Figure 1. Signal metal coverage by tile.
Scale: 3 px per um. 22 x 22 tiles, from dark blue (low) to red (high), scaled to the fullest tile. Values are wire area over tile area, all layers added.
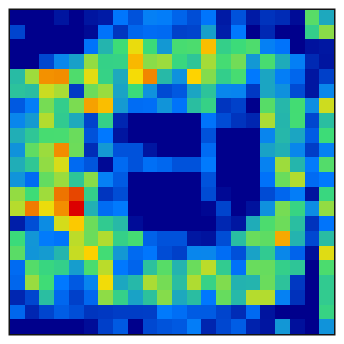
Figure 2. Routed metal, one colour a layer.
Scale: 3 px per um. Two of the layers only.
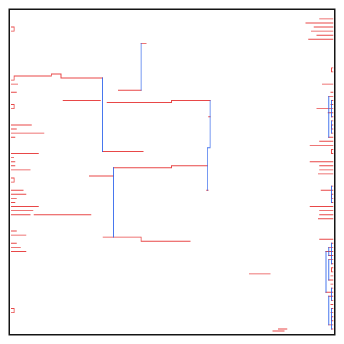
Figure 3. Placement view.
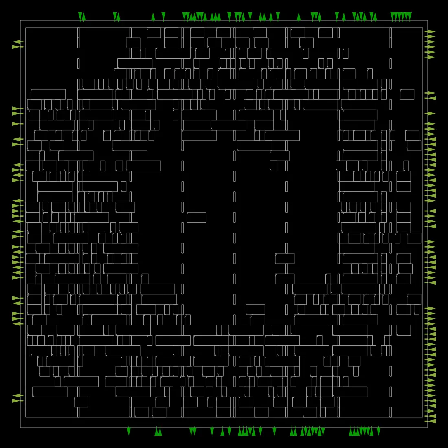
Figure 4. Wires at chosen ports, followed through buffers.
Scale: 4 px per um.
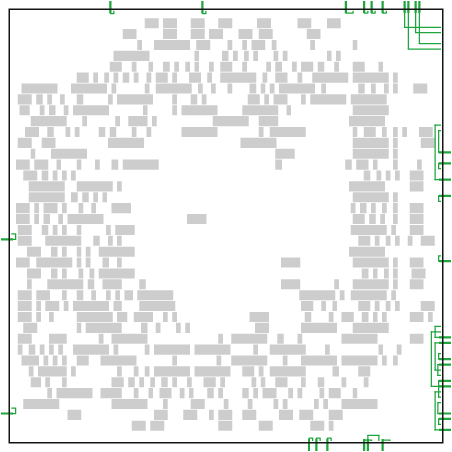
## src/rtl/mem_port_master_if.sv

```systemverilog
// Bundles the core request/response channels and the memory port of mem_port_master.
// master: the port initiator (mem_port_master). slave: the core plus memory side.
interface mem_port_master_if #(
    parameter int unsigned ADDR = 16,
    parameter int unsigned WORD = 32
) ();

    logic            req_valid;
    logic            req_ready;
    logic            req_we;
    logic [ADDR-1:0] req_addr;
    logic [WORD-1:0] req_wdata;

    logic            rsp_valid;
    logic            rsp_ready;
    logic [WORD-1:0] rsp_rdata;

    logic [ADDR-1:0] mem_a;
    logic            mem_w;
    logic [WORD-1:0] mem_d;
    logic [WORD-1:0] mem_q;

    modport master (
        input  req_valid, req_we, req_addr, req_wdata, rsp_ready, mem_q,
        output req_ready, rsp_valid, rsp_rdata, mem_a, mem_w, mem_d
    );

    modport slave (
        output req_valid, req_we, req_addr, req_wdata, rsp_ready, mem_q,
        input  req_ready, rsp_valid, rsp_rdata, mem_a, mem_w, mem_d
    );

endinterface

```

## src/rtl/mem_port_master.sv

```systemverilog
// Initiator for a single-port synchronous memory with a 1-cycle registered read.
// Loads are captured into an in-order response FIFO; credits stop new requests
// before the FIFO could overflow, so the capture cycle never has to stall.
module mem_port_master #(
    parameter int unsigned ADDR  = 16,
    parameter int unsigned WORD  = 32,
    parameter int unsigned DEPTH = 2
) (
    input logic               clk,
    input logic               rst,
    mem_port_master_if.master bus
);

    localparam int unsigned PtrW = (DEPTH > 1) ? $clog2(DEPTH) : 1;
    localparam int unsigned CntW = $clog2(DEPTH + 1);
    localparam int unsigned SumW = CntW + 1;

    logic            accept;
    logic            push;
    logic            pop;
    logic            rd_pending_q, rd_pending_d;
    logic [CntW-1:0] count_q, count_d;
    logic [PtrW-1:0] wr_ptr_q, wr_ptr_d;
    logic [PtrW-1:0] rd_ptr_q, rd_ptr_d;
    logic [SumW-1:0] credits_used;
    logic [WORD-1:0] fifo_q [DEPTH];

    function automatic logic [PtrW-1:0] ptr_inc(input logic [PtrW-1:0] p);
        return (p == PtrW'(DEPTH - 1)) ? '0 : p + PtrW'(1);
    endfunction

    // A load in flight still owns a FIFO slot; a pop this cycle frees one early.
    assign pop          = (count_q != '0) & bus.rsp_ready;
    assign credits_used = {1'b0, count_q} + SumW'(rd_pending_q) - SumW'(pop);
    // Gating with rst keeps req_ready (and so mem_w) low throughout reset.
    assign bus.req_ready = rst & (credits_used < SumW'(DEPTH));
    assign accept        = bus.req_valid & bus.req_ready;

    assign bus.mem_a = bus.req_addr;
    assign bus.mem_d = bus.req_wdata;
    assign bus.mem_w = accept & bus.req_we;

    // mem_q is only valid in the cycle right after the load was issued.
    assign push = rd_pending_q;

    assign bus.rsp_valid = (count_q != '0);
    assign bus.rsp_rdata = fifo_q[rd_ptr_q];

    // Next-state for the pending flag, pointers and occupancy.
    always_comb begin
        rd_pending_d = accept & ~bus.req_we;
        wr_ptr_d     = wr_ptr_q;
        rd_ptr_d     = rd_ptr_q;
        count_d      = count_q + CntW'(push) - CntW'(pop);
        if (push) begin
            wr_ptr_d = ptr_inc(wr_ptr_q);
        end
        if (pop) begin
            rd_ptr_d = ptr_inc(rd_ptr_q);
        end
    end

    // Control state; reset discards any in-flight load.
    always_ff @(posedge clk or negedge rst) begin
        if (!rst) begin
            rd_pending_q <= 1'b0;
            count_q      <= '0;
            wr_ptr_q     <= '0;
            rd_ptr_q     <= '0;
        end else begin
            rd_pending_q <= rd_pending_d;
            count_q      <= count_d;
            wr_ptr_q     <= wr_ptr_d;
            rd_ptr_q     <= rd_ptr_d;
        end
    end

    // Response storage; cleared on reset so rsp_rdata reads zero while idle after reset.
    always_ff @(posedge clk or negedge rst) begin
        if (!rst) begin
            for (int i = 0; i < int'(DEPTH); i++) begin
                fifo_q[i] <= '0;
            end
        end else if (push) begin
            fifo_q[wr_ptr_q] <= bus.mem_q;
        end
    end

endmodule

```

## src/flat_wrapper.sv

```systemverilog
// flat-port wrapper written by rule: the top's interface ports become plain ports
module mem_port_master_flat 
#(
    parameter int unsigned ADDR  = 16,
    parameter int unsigned WORD  = 32,
    parameter int unsigned DEPTH = 2
)
  (clk, rst, bus_req_valid, bus_req_we, bus_req_addr, bus_req_wdata, bus_rsp_ready, bus_mem_q, bus_req_ready, bus_rsp_valid, bus_rsp_rdata, bus_mem_a, bus_mem_w, bus_mem_d);
  mem_port_master_if #(.ADDR(ADDR), .WORD(WORD)) bus_i ();
  input logic clk;
  input logic rst;
  input wire logic [$bits(bus_i.req_valid)-1:0] bus_req_valid;
  input wire logic [$bits(bus_i.req_we)-1:0] bus_req_we;
  input wire logic [$bits(bus_i.req_addr)-1:0] bus_req_addr;
  input wire logic [$bits(bus_i.req_wdata)-1:0] bus_req_wdata;
  input wire logic [$bits(bus_i.rsp_ready)-1:0] bus_rsp_ready;
  input wire logic [$bits(bus_i.mem_q)-1:0] bus_mem_q;
  output wire logic [$bits(bus_i.req_ready)-1:0] bus_req_ready;
  output wire logic [$bits(bus_i.rsp_valid)-1:0] bus_rsp_valid;
  output wire logic [$bits(bus_i.rsp_rdata)-1:0] bus_rsp_rdata;
  output wire logic [$bits(bus_i.mem_a)-1:0] bus_mem_a;
  output wire logic [$bits(bus_i.mem_w)-1:0] bus_mem_w;
  output wire logic [$bits(bus_i.mem_d)-1:0] bus_mem_d;
  assign bus_i.req_valid = bus_req_valid;
  assign bus_i.req_we = bus_req_we;
  assign bus_i.req_addr = bus_req_addr;
  assign bus_i.req_wdata = bus_req_wdata;
  assign bus_i.rsp_ready = bus_rsp_ready;
  assign bus_i.mem_q = bus_mem_q;
  assign bus_req_ready = bus_i.req_ready;
  assign bus_rsp_valid = bus_i.rsp_valid;
  assign bus_rsp_rdata = bus_i.rsp_rdata;
  assign bus_mem_a = bus_i.mem_a;
  assign bus_mem_w = bus_i.mem_w;
  assign bus_mem_d = bus_i.mem_d;
  mem_port_master #(.ADDR(ADDR), .WORD(WORD), .DEPTH(DEPTH)) u_core (.clk(clk), .rst(rst), .bus(bus_i));
endmodule
```

## config.mk

```make
export PLATFORM = sky130hd
export DESIGN_NAME = mem_port_master_flat
export DESIGN_NICKNAME = d
export VERILOG_FILES = /design/src/rtl/mem_port_master_if.sv /design/src/rtl/mem_port_master.sv /design/src/flat_wrapper.sv
export SDC_FILE = /design/constraint.sdc
export NUM_CORES = 1
export LEC_CHECK = 0
export ABC_AREA = 1
export CAP_MARGIN = 15
export CELL_PAD_IN_SITES_DETAIL_PLACEMENT = 1
export CELL_PAD_IN_SITES_GLOBAL_PLACEMENT = 1
export CORE_UTILIZATION = 31
export CTS_CLUSTER_DIAMETER = 80
export DETAILED_ROUTE_END_ITERATION = 10
export GPL_ROUTABILITY_DRIVEN = 0
export PLACE_DENSITY = 0.94
export SYNTH_ARGS = -nofsm -noshare
export SYNTH_HDL_FRONTEND = slang
export SYNTH_SLANG_ARGS = --single-unit
```

## constraint.sdc

```tcl
create_clock -name clk -period 6.84 [get_ports clk]
set_input_delay 1.368 -clock clk [delete_from_list [all_inputs] [get_ports clk]]
set_output_delay 1.368 -clock clk [all_outputs]
set_load 0.02 [all_outputs]
```

==> notes.md <==
run results: RSZ-0062 raised after global routing=false, post-route cell area=4080 um2, Post-Syn Instances=420, Syn. warnings=0, M1 GR Usage=16.0%, die width=108 um, Die Ht=108 um, Logic area=1120 um2, Worst Setup EP=bus_mem_w, final setup vio count=0, R2R Setup Slk=4410 ps, hold path endpoint=u_core.fifo_q[63], clk_skew=6.26 ps, Pre-Place Util=32.0%, FMAX=188 MHz, register area share after synthesis=49.6%, vias in the first global route=2,819, DRT iter0 DRCs=113, total tool warning count=26, Die Area=11,700 um2, syn_nets=508, Final HPWL DP=5100 um, Top delay family on crit path=buffers and inverters, post-route clock period utilization=77.8%, final slew viol count=0, top cells by area=dfrtp_1, nand2_1, buf_4, Worst Hold Slack=484 ps, worst path cell trace=clkdlybuf4s50_1, nand2_1, inv_1, ha_1, inv_1, ha_1, fa_1, inv_1, nand2_1, nor2_1, nand3_1, nor2_1, clkdlybuf4s50_1, area leader, netlist=dfrtp_1, Levels on crit path=13, dpl cells=564, CTS root buf=clkbuf_8, Fin. Hold Viols=0, Setup Buffers After CTS=0, drt pass-1 iters=4, worst vdd ir=0.000206 V, Layout area overhead=16.9%, Longest Clk Path Bufs=2, worst slack at placement=1470 ps, clock buf count=12, Critical path origin=bus_rsp_ready, critical path class=in -> out, TritonCTS clock tree=done, Hold Crit Start=u_core.fifo_q[63], H-tree level count=3, setup TNS=0 ps, via/cell ratio=4.47, Fill cells=1,286, Clock buf/inv share=4.05%, startpoint types=input pin, Crit. End Element=primary output, met2 routed wirelength=3820 um, Max Cap Violations=0, Post-CTS Resized=0, slew of the pin with the lowest slew margin=1060 ps, logic share of the area=27.6%, area reported by Yosys stat=3480 um2, clk_lat worst skew=330 ps, Synth Cell Area=3480 um2, wire length on met3=462 um, area post-placement=3890 um2, cts hold-fix bufs=0, Reg2Reg Capture Point=u_core.rd_ptr_q, post-synthesis register bit count=69, status=complete, no violations, final setup margin=1520 ps, R2R depth=3, Leakage=2.09 nW, clock sinks=69, initial antenna violation count=0, Num CTS Buffers=9, gr busiest metal=met2, crit path max-delay cell type=clkdlybuf4s50_1, Antenna Nets Post-Route=0, largest net degree at the start of global routing=71, Max-area cell class=registers, met2 Use GR=24.0%, Worst slew margin=29.1%, first-pass GRT wire length=12,800 um, total power=0.00207 W, Sequential cell area=1730 um2, Min-Delay Path Class=reg -> reg, Period minus WS final=5320 ps, CTS clock-pin slew for the worst setup and hold paths=60 ps, mi-comb count=242, Crit path largest cell delay=610 ps, WP buf/inv=5, wl on met1=3170 um, Non-clk bufs=73, core area=10,900 um2, final net count=524, hold path depth=2, total grt overflow=0, CP max FO=2, Cell Type Count=19, Area leader share=49.6%, Worst R2R Start=u_core.rd_ptr_q, DR DRC count=0, flop count=69, synthesized area per cell=8.30 um2, CP Data Arrival Time=3960 ps, number of logic inverters in the finished layout=41, Layout non-clock buf frac=17.9%, met3 Use GR=4.58%, cell mode on critical path=inv_1, PD cells=509 nW/um2, antenna fix cells=0, # Cells Yosys=420, share of cells above drive strength 1=9.57%, uppermost layer routed=met4, crit path DRT=5470 ps
About Figure 1:
mean over tiles: 0.11
emptiest ninth of the die: centre
tiles over half the peak: 22%
nearly empty tiles: 17%
densest ninth of the die: middle left
total wire length: 7630 um
Via Count: 2,586

About Figure 2:
legend:
  blue:
    layer: M4
    wire_length: 173 um
  red:
    layer: M3
    wire_length: 462 um
GRT Util Overall: 14.0%
DR WL/cell: 13.2 um

About Figure 3:
tap cells: 140
fin cells: 579
# rows: 38
Seq area share: 42.4%
Util after Layout: 37.4%

About Figure 4:
legend:
  green:
    port: bus_req_wdata
    bits: 32
    direction: input
    end_cells: 0
    buffers: 0
    wire: 184 um
port bufs: 71
IO Pins: 168

cells by family (layout without fill, tap and decap cells):
group           count (synthesis)  after routing  share of synthesized area [%]
compound gates                 64             64                           11.7
xor+xnor                        1              1                          0.251
fa+ha+maj                       3              3                           1.29
buf+inv                       109            128                           18.3
flops                          69             69                           49.6
simple gates                  174            174                           19.0
synthesized netlist by cell type:
library cell,number
nand2_1,167
dfrtp_1,69
buf_4,48
inv_1,39
o21ai_0,32
o21ai_2,23
clkbuf_1,12
o21ai_1,9
buf_6,6
nor2_1,4
buf_2,2
ha_1,2
clkinv_1,1
fa_1,1
inv_2,1
nand3_1,1
nor3b_1,1
or2_1,1
xor2_1,1
placed cells by master (no fill, tap or decap):
| cell | n |
|---|---|
| buf_4 | 2 |
| buf_8 | 1 |
| clkbuf_1 | 1 |
| clkbuf_8 | 11 |
| clkdlybuf4s50_1 | 70 |
| clkinv_1 | 1 |
| clkinv_2 | 2 |
| dfrtp_1 | 69 |
| fa_1 | 1 |
| ha_1 | 2 |
| inv_1 | 39 |
| inv_2 | 1 |
| nand2_1 | 166 |
| nand2_2 | 1 |
| nand3_1 | 1 |
| nor2_1 | 4 |
| nor3b_1 | 1 |
| o21ai_0 | 32 |
| o21ai_1 | 9 |
| o21ai_2 | 23 |
| or2_2 | 1 |
| xor2_1 | 1 |
where the power goes:
group | total (W) | switching [W] | internal (W)
clock | 0.000286 | 0.000140 | 0.000146
sequential | 0.000734 | 0.000126 | 0.000608
combinational | 0.00105 | 0.000582 | 0.000471
state kept, by name, indices dropped and copies added, names as in the netlist:
| register | cells |
|---|---|
| u_core.fifo_q | 64 |
| u_core.count_q | 2 |
| u_core.push | 1 |
| u_core.rd_ptr_q | 1 |
| u_core.wr_ptr_q | 1 |
Power is estimated from default activity; no workload was simulated.
